File: config.mk
export PLATFORM = sky130hd
export DESIGN_NAME = id_stage_flat
export DESIGN_NICKNAME = d
export VERILOG_FILES = /design/src/rtl/riscy_pkg.sv /design/src/rtl/id_stage_if.sv /design/src/rtl/id_stage_regfile.sv /design/src/rtl/id_stage.sv /design/src/flat_wrapper.sv
export SDC_FILE = /design/constraint.sdc
export NUM_CORES = 2
export LEC_CHECK = 0
export CORE_ASPECT_RATIO = 0.6
export CORE_MARGIN = 4
export CORE_UTILIZATION = 56
export DETAILED_ROUTE_END_ITERATION = 16
export PLACE_DENSITY = 0.79
export SYNTH_ARGS = -nofsm -noshare
export SYNTH_HDL_FRONTEND = slang
export SYNTH_SLANG_ARGS = --single-unit
File: constraint.sdc
create_clock -name clk -period 2.6 [get_ports clk]
set_input_delay 0.52 -clock clk [delete_from_list [all_inputs] [get_ports clk]]
set_output_delay 0.52 -clock clk [all_outputs]
set_load 0.1 [all_outputs]
File: src/rtl/riscy_pkg.sv
// riscy_pkg: shared decode constants, funct3 encoding and small helpers for the
// decode/operand-fetch stage.
package riscy_pkg;

    localparam int XLEN  = 32;
    localparam int NREGS = 32;

    localparam logic [6:0] OPC_OP     = 7'b0110011;
    localparam logic [6:0] OPC_OP_IMM = 7'b0010011;
    localparam logic [6:0] FUNCT7_ALT = 7'h20;

    typedef enum logic [2:0] {
        F3_ADD  = 3'b000,
        F3_SLL  = 3'b001,
        F3_SLT  = 3'b010,
        F3_SLTU = 3'b011,
        F3_XOR  = 3'b100,
        F3_SR   = 3'b101,
        F3_OR   = 3'b110,
        F3_AND  = 3'b111
    } funct3_e;

    // Sign-extend a 12-bit I-type immediate to the datapath width.
    function automatic logic [XLEN-1:0] sext12(input logic [11:0] imm);
        return {{(XLEN-12){imm[11]}}, imm};
    endfunction

    // Zero-extend a 5-bit shift amount to the datapath width.
    function automatic logic [XLEN-1:0] zext5(input logic [4:0] shamt);
        return {{(XLEN-5){1'b0}}, shamt};
    endfunction

endpackage

File: src/rtl/id_stage_if.sv
// id_stage_if: instruction-in, operands-out and writeback signals of the decode stage.
// slave = the decode stage itself, master = its environment (fetch, ALU, writeback).
interface id_stage_if;
    import riscy_pkg::*;

    logic            in_valid;
    logic            in_ready;
    logic [31:0]     in_instr;
    logic            ex_valid;
    logic            ex_ready;
    logic [XLEN-1:0] ex_rs1;
    logic [XLEN-1:0] ex_rs2;
    logic [2:0]      ex_funct3;
    logic [6:0]      ex_funct7;
    logic [4:0]      ex_rd;
    logic            ex_illegal;
    logic            wb_en;
    logic [4:0]      wb_addr;
    logic [XLEN-1:0] wb_data;

    modport slave (
        input  in_valid, in_instr, ex_ready, wb_en, wb_addr, wb_data,
        output in_ready, ex_valid, ex_rs1, ex_rs2, ex_funct3, ex_funct7, ex_rd, ex_illegal
    );

    modport master (
        output in_valid, in_instr, ex_ready, wb_en, wb_addr, wb_data,
        input  in_ready, ex_valid, ex_rs1, ex_rs2, ex_funct3, ex_funct7, ex_rd, ex_illegal
    );

endinterface

File: src/rtl/id_stage_regfile.sv
// id_stage_regfile: 32x32 architectural register file, two combinational read
// ports, one posedge write port, x0 reads as zero and ignores writes.
module id_stage_regfile
    import riscy_pkg::*;
(
    input  logic            clk,
    input  logic            rst_n,
    input  logic [4:0]      i_raddr1,
    input  logic [4:0]      i_raddr2,
    output logic [XLEN-1:0] o_rdata1,
    output logic [XLEN-1:0] o_rdata2,
    input  logic            i_we,
    input  logic [4:0]      i_waddr,
    input  logic [XLEN-1:0] i_wdata
);

    logic [XLEN-1:0] r_mem [NREGS];

    // Register array write; x0 is never stored to so it stays zero
    always_ff @(posedge clk or negedge rst_n) begin
        if (!rst_n) begin
            for (int i = 0; i < NREGS; i++) begin
                r_mem[i] <= {XLEN{1'b0}};
            end
        end else if (i_we && (i_waddr != 5'd0)) begin
            r_mem[i_waddr] <= i_wdata;
        end
    end

    assign o_rdata1 = (i_raddr1 == 5'd0) ? {XLEN{1'b0}} : r_mem[i_raddr1];
    assign o_rdata2 = (i_raddr2 == 5'd0) ? {XLEN{1'b0}} : r_mem[i_raddr2];

endmodule

File: src/rtl/id_stage.sv
// id_stage: RV32I OP/OP-IMM decode and operand fetch with a busy-bit scoreboard.
// Optional feature macro: ID_BYPASS_EN -- forward a same-cycle writeback into the
// operands and drop the matching source hazard.
module id_stage
    import riscy_pkg::*;
(
    input  logic      clk,
    input  logic      rst_n,
    id_stage_if.slave io_bus
);

    // Instruction fields
    logic [6:0]      w_opcode;
    logic [4:0]      w_rd;
    logic [2:0]      w_funct3;
    logic [4:0]      w_rs1;
    logic [4:0]      w_rs2;
    logic            w_is_op;
    logic            w_is_imm;
    logic            w_legal;
    logic            w_shift_imm;

    // Operand sources
    logic [XLEN-1:0] w_rf_rd1;
    logic [XLEN-1:0] w_rf_rd2;
    logic            w_byp1;
    logic            w_byp2;
    logic [XLEN-1:0] w_src1;
    logic [XLEN-1:0] w_src2;

    // Handshake and scoreboard
    logic            w_hazard;
    logic            w_in_ready;
    logic            w_accept;
    logic [31:0]     r_busy;
    logic [31:0]     w_clr_mask;
    logic [31:0]     w_set_mask;
    logic [31:0]     w_busy_nx;

    // Next values for the ALU-facing register
    logic [XLEN-1:0] w_nx_rs2;
    logic [6:0]      w_nx_funct7;
    logic [4:0]      w_nx_rd;
    logic            w_nx_illegal;

    // ALU-facing pipeline register
    logic            r_ex_valid;
    logic [XLEN-1:0] r_ex_rs1;
    logic [XLEN-1:0] r_ex_rs2;
    logic [2:0]      r_ex_funct3;
    logic [6:0]      r_ex_funct7;
    logic [4:0]      r_ex_rd;
    logic            r_ex_illegal;

    assign w_opcode    = io_bus.in_instr[6:0];
    assign w_rd        = io_bus.in_instr[11:7];
    assign w_funct3    = io_bus.in_instr[14:12];
    assign w_rs1       = io_bus.in_instr[19:15];
    assign w_rs2       = io_bus.in_instr[24:20];
    assign w_is_op     = (w_opcode == OPC_OP);
    assign w_is_imm    = (w_opcode == OPC_OP_IMM);
    assign w_legal     = w_is_op | w_is_imm;
    assign w_shift_imm = (w_funct3 == F3_SLL) || (w_funct3 == F3_SR);

    id_stage_regfile u_regfile (
        .clk      (clk),
        .rst_n    (rst_n),
        .i_raddr1 (w_rs1),
        .i_raddr2 (w_rs2),
        .o_rdata1 (w_rf_rd1),
        .o_rdata2 (w_rf_rd2),
        .i_we     (io_bus.wb_en),
        .i_waddr  (io_bus.wb_addr),
        .i_wdata  (io_bus.wb_data)
    );

`ifdef ID_BYPASS_EN
    // A writeback landing this cycle feeds the operand directly.
    assign w_byp1 = io_bus.wb_en && (io_bus.wb_addr == w_rs1) && (w_rs1 != 5'd0);
    assign w_byp2 = io_bus.wb_en && (io_bus.wb_addr == w_rs2) && (w_rs2 != 5'd0);
`else
    // Without forwarding, operands only ever come from stored register state.
    assign w_byp1 = 1'b0;
    assign w_byp2 = 1'b0;
`endif

    assign w_src1 = w_byp1 ? io_bus.wb_data : w_rf_rd1;
    assign w_src2 = w_byp2 ? io_bus.wb_data : w_rf_rd2;

    // Scoreboard hazard: RAW on rs1 (and rs2 for OP), WAW on rd; illegal ops never stall
    always_comb begin
        w_hazard = 1'b0;
        if (w_legal) begin
            w_hazard = (r_busy[w_rs1] & ~w_byp1)
                     | (w_is_op & r_busy[w_rs2] & ~w_byp2)
                     | r_busy[w_rd];
        end else begin
            w_hazard = 1'b0;
        end
    end

    assign w_in_ready      = (~r_ex_valid | io_bus.ex_ready) & ~w_hazard;
    assign w_accept        = io_bus.in_valid & w_in_ready;
    assign io_bus.in_ready = w_in_ready;

    // Decode operand B, funct7 and destination for the offered instruction
    always_comb begin
        w_nx_rs2     = w_src2;
        w_nx_funct7  = 7'h00;
        w_nx_rd      = w_rd;
        w_nx_illegal = 1'b0;
        case (w_opcode)
            OPC_OP: begin
                w_nx_rs2    = w_src2;
                w_nx_funct7 = io_bus.in_instr[31:25];
            end
            OPC_OP_IMM: begin
                // Shift-immediates carry only the shamt as operand B; their upper
                // immediate bits travel as funct7 (SRLI vs SRAI). Other immediate
                // ops keep funct7 at zero so ADDI can never look like SUB.
                if (w_shift_imm) begin
                    w_nx_rs2    = zext5(io_bus.in_instr[24:20]);
                    w_nx_funct7 = io_bus.in_instr[31:25];
                end else begin
                    w_nx_rs2    = sext12(io_bus.in_instr[31:20]);
                    w_nx_funct7 = 7'h00;
                end
            end
            default: begin
                w_nx_rs2     = w_src2;
                w_nx_funct7  = 7'h00;
                w_nx_rd      = 5'd0;
                w_nx_illegal = 1'b1;
            end
        endcase
    end

    // Busy bits: writeback clears, accept sets (set wins on the same index), x0 never busy
    assign w_clr_mask = (io_bus.wb_en && (io_bus.wb_addr != 5'd0)) ? (32'd1 << io_bus.wb_addr) : 32'd0;
    assign w_set_mask = (w_accept && w_legal && (w_rd != 5'd0)) ? (32'd1 << w_rd) : 32'd0;
    assign w_busy_nx  = ((r_busy & ~w_clr_mask) | w_set_mask) & ~32'd1;

    // Scoreboard register
    always_ff @(posedge clk or negedge rst_n) begin
        if (!rst_n) begin
            r_busy <= 32'd0;
        end else begin
            r_busy <= w_busy_nx;
        end
    end

    // ALU-facing register: load on accept, drop valid once consumed, otherwise hold
    always_ff @(posedge clk or negedge rst_n) begin
        if (!rst_n) begin
            r_ex_valid   <= 1'b0;
            r_ex_rs1     <= {XLEN{1'b0}};
            r_ex_rs2     <= {XLEN{1'b0}};
            r_ex_funct3  <= 3'd0;
            r_ex_funct7  <= 7'd0;
            r_ex_rd      <= 5'd0;
            r_ex_illegal <= 1'b0;
        end else if (w_accept) begin
            r_ex_valid   <= 1'b1;
            r_ex_rs1     <= w_src1;
            r_ex_rs2     <= w_nx_rs2;
            r_ex_funct3  <= w_funct3;
            r_ex_funct7  <= w_nx_funct7;
            r_ex_rd      <= w_nx_rd;
            r_ex_illegal <= w_nx_illegal;
        end else if (io_bus.ex_ready) begin
            r_ex_valid   <= 1'b0;
        end
    end

    assign io_bus.ex_valid   = r_ex_valid;
    assign io_bus.ex_rs1     = r_ex_rs1;
    assign io_bus.ex_rs2     = r_ex_rs2;
    assign io_bus.ex_funct3  = r_ex_funct3;
    assign io_bus.ex_funct7  = r_ex_funct7;
    assign io_bus.ex_rd      = r_ex_rd;
    assign io_bus.ex_illegal = r_ex_illegal;

endmodule

File: src/flat_wrapper.sv
// flat-port wrapper written by rule: the top's interface ports become plain ports
module id_stage_flat import riscy_pkg::*;
  (clk, rst_n, io_bus_in_valid, io_bus_in_instr, io_bus_ex_ready, io_bus_wb_en, io_bus_wb_addr, io_bus_wb_data, io_bus_in_ready, io_bus_ex_valid, io_bus_ex_rs1, io_bus_ex_rs2, io_bus_ex_funct3, io_bus_ex_funct7, io_bus_ex_rd, io_bus_ex_illegal);
  id_stage_if io_bus_i ();
  input  logic clk;
  input  logic rst_n;
  input wire logic [$bits(io_bus_i.in_valid)-1:0] io_bus_in_valid;
  input wire logic [$bits(io_bus_i.in_instr)-1:0] io_bus_in_instr;
  input wire logic [$bits(io_bus_i.ex_ready)-1:0] io_bus_ex_ready;
  input wire logic [$bits(io_bus_i.wb_en)-1:0] io_bus_wb_en;
  input wire logic [$bits(io_bus_i.wb_addr)-1:0] io_bus_wb_addr;
  input wire logic [$bits(io_bus_i.wb_data)-1:0] io_bus_wb_data;
  output wire logic [$bits(io_bus_i.in_ready)-1:0] io_bus_in_ready;
  output wire logic [$bits(io_bus_i.ex_valid)-1:0] io_bus_ex_valid;
  output wire logic [$bits(io_bus_i.ex_rs1)-1:0] io_bus_ex_rs1;
  output wire logic [$bits(io_bus_i.ex_rs2)-1:0] io_bus_ex_rs2;
  output wire logic [$bits(io_bus_i.ex_funct3)-1:0] io_bus_ex_funct3;
  output wire logic [$bits(io_bus_i.ex_funct7)-1:0] io_bus_ex_funct7;
  output wire logic [$bits(io_bus_i.ex_rd)-1:0] io_bus_ex_rd;
  output wire logic [$bits(io_bus_i.ex_illegal)-1:0] io_bus_ex_illegal;
  assign io_bus_i.in_valid = io_bus_in_valid;
  assign io_bus_i.in_instr = io_bus_in_instr;
  assign io_bus_i.ex_ready = io_bus_ex_ready;
  assign io_bus_i.wb_en = io_bus_wb_en;
  assign io_bus_i.wb_addr = io_bus_wb_addr;
  assign io_bus_i.wb_data = io_bus_wb_data;
  assign io_bus_in_ready = io_bus_i.in_ready;
  assign io_bus_ex_valid = io_bus_i.ex_valid;
  assign io_bus_ex_rs1 = io_bus_i.ex_rs1;
  assign io_bus_ex_rs2 = io_bus_i.ex_rs2;
  assign io_bus_ex_funct3 = io_bus_i.ex_funct3;
  assign io_bus_ex_funct7 = io_bus_i.ex_funct7;
  assign io_bus_ex_rd = io_bus_i.ex_rd;
  assign io_bus_ex_illegal = io_bus_i.ex_illegal;
  id_stage u_core (.clk(clk), .rst_n(rst_n), .io_bus(io_bus_i));
endmodule
==> summary.txt <==
flow finished, numbers: final cell area excluding filler cells=approximately 0.071 mm^2, achievable clock frequency=between 300 and 400 MHz, portion of netlist area occupied by mux cells=a little under half, fraction of power consumed by combinational cells=26.1%, crit-path max FO=4, wire length of the first global-routing pass=around 270 mm, hold-fix buffers at CTS=1, register name with the most flops=u_core.u_regfile.r_mem, tally of buffers added on design ports=155, Area Growth Syn to Fin=18.69%, postcts setup bufs=4, WL final=about 180 mm, power dissipated by switching net loads=approximately 17000 uW, type of the worst setup path=register to primary output, Slew headroom=39.99%, outcome=finished with violations, number of flip-flops in the largest register=just over 1000, post-synthesis share of cell area spent on full adders, half adders and majority gates=0%, worst hold slack=~380 ps, GR Util All Layers=between 30% and 40%, critical path buffer and inverter count=1, portion of total power attributed to the clock network=30.8%, worst flop-to-flop path endpoint=u_core.io_bus.ex_rs1[24], final weighted congestion of routability-driven global placement=around 0.94, areal power density over the cells=between 700 and 800 mW/mm^2, die area=about 0.11 mm^2, number of cells in the yosys synthesis report=about 3700, Min-Delay Startpoint=u_core.u_regfile.r_mem[996], Cells after Synth=about 3700, count of placed standard cells including taps=about 5300, share of cells above drive strength 1=approximately 60%, critical path startpoint=u_core.r_busy[25], Hold Crit Endpoint=u_core.u_regfile.r_mem[996], post-route setup slack=-684.8 ps, Min Clock Period, post-route=3285 ps, Antenna Nets Post-Route=0, overall power consumption=~55000 uW, cell depth of the worst min-delay path=0, Finish-stage setup viols=between 100 and 150, XOR/XNOR Area Share=0%, fraction of the mapped netlist area in simple logic gates=around 1.6%, Critical Path Sink=io_bus_in_ready, clock net sink count=about 1100, initial antenna violation count=6, switching portion of total power=a little under a third, cell taking the most area after synthesis=dfrtp_1, Worst IR Drop VDD=~0.58 mV, cts bufs inserted=~110, endpoint required time on the critical path=2080 ps, Int Pwr=roughly 38000 uW, most used logic cell in the final layout=dfrtp_1, worst-path cell chain=mux4_2 > mux2i_2 > o2111ai_2 > nand4_1 > nor4b_4 > and2_4 > buf_12, Final Hold Violation Tally=0, worst reg2reg startpoint=u_core.r_busy[25], Total Neg Setup Slack=-29600 ps, part of the power in registers=a little over two fifths, via total after detailed routing=38690, Routed wire per std cell=between 30 and 40 um, largest family of logic cells by area=multiplexers, Final Slew Violations=0, master of the slowest instance on the critical path=mux4_2, Final Instance Count excl. Fillers=5511, largest net degree at the start of global routing=81, number of nets in the synthesized netlist=~3800, post-route DRC violation count=0, area fraction in compound gates after synthesis=roughly 1.4%, FP Util=56.53%, flops out of synthesis=between 1000 and 1500, routed vias/inst=7.021, post-synthesis chip area from yosys=just under 0.06 mm^2, violated checks=setup timing, num ports=around 160, class of the tightest hold or removal check=register to register, Die W=approximately 430 um, internal reg-to-reg setup slack=-360 ps, CP Capture Type=primary output, Post-Synthesis Cell Area=between 0.05 and 0.06 mm^2, FF-to-FF path depth=12, worst-case clock skew=38.94 ps, critical path depth in cells=7, clock-pin slew of the registers on the worst-case setup and hold paths=70 ps, worst stage delay on the critical path=500 ps, most common library cells after synthesis=dfrtp_1 (1136), mux2_2 (1031), mux4_2 (625), clkbuf_1 (274), mux2i_1 (116)
[layer usage]
layer	track usage [%]	share of wire, %
met5	0	0.057
met4	10.78	3.8
met3	12.69	13
met2	47.64	44
met1	45.30	39
[power groups by stage]
stage	sequential (uW)	combinational [uW]	clock, uW
after floorplan	25300	8090	0
after global placement	23600	13600	0
after detailed placement	23800	14000	0
after CTS	23600	14100	17100
after global routing	24100	15100	17900
final	23700	14400	17000
[cell type report]
type / count / area [um^2]
fillers: 6847 / 34580
multi-input cells: 2150 / 29790
flip-flops and latches: 1136 / 28430
repair buffers: 610 / 6714
clock buffers: 143 / 3042
well taps: 1410 / 1764
clock inverters: 43 / 699.4
inverters: 18 / 67.56
diodes: 1 / 2.502
==> images/met1.png <==
The bar under the picture is 100 um long. Supply wires on this layer in gray.
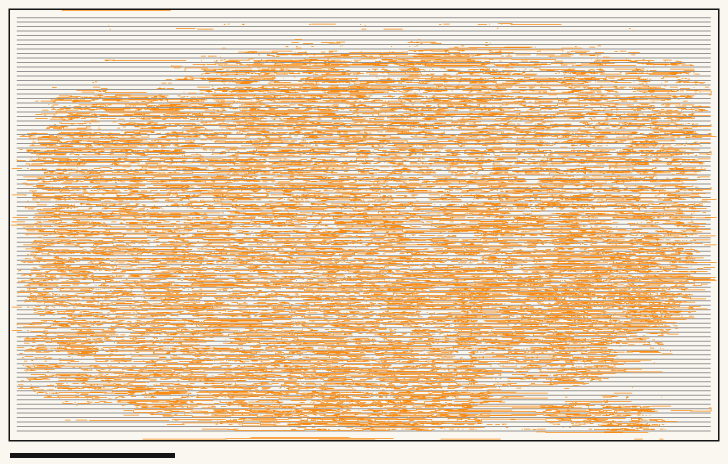
share of all routed wire: 39%
wire length on this layer: 72.2 mm
main direction: horizontal
longest straight run: 101 um
nets with wire on the layer: 3910

==> images/met2.png <==
The bar under the picture is 100 um long.
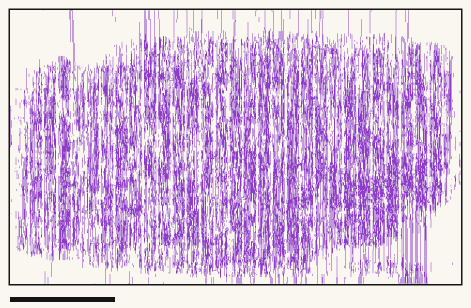
main direction: vertical
nets with wire on the layer: 3866

==> images/met3.png <==
Cells faint in the background.
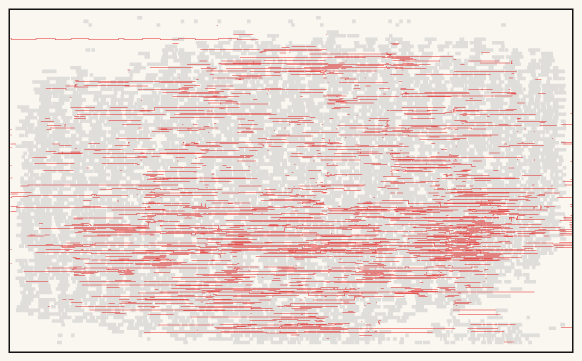
share of all routed wire: 13%
nets with wire on the layer: 636
main direction: horizontal
longest straight run: 182 um
wire length on this layer: 23.3 mm

==> images/met4.png <==
The bar under the picture is 100 um long. Supply wires on this layer in gray.
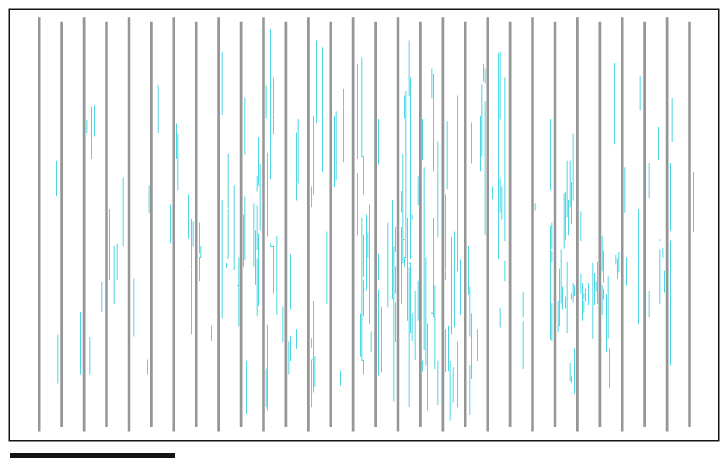
wire length on this layer: 7050 um
longest straight run: 124 um

==> images/final_congestion.png <==
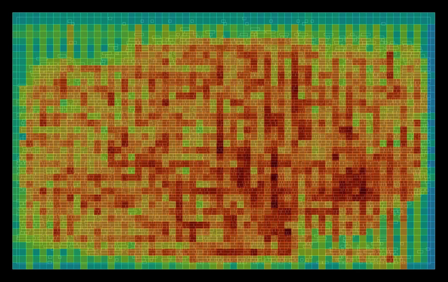
met3 track demand over resource: 12.69%
routing usage on met2: 47.64%
most congested layer reported by global routing: met2
GR Layer Usage met1: 45.30%

Power and IR drop assume default switching activity.
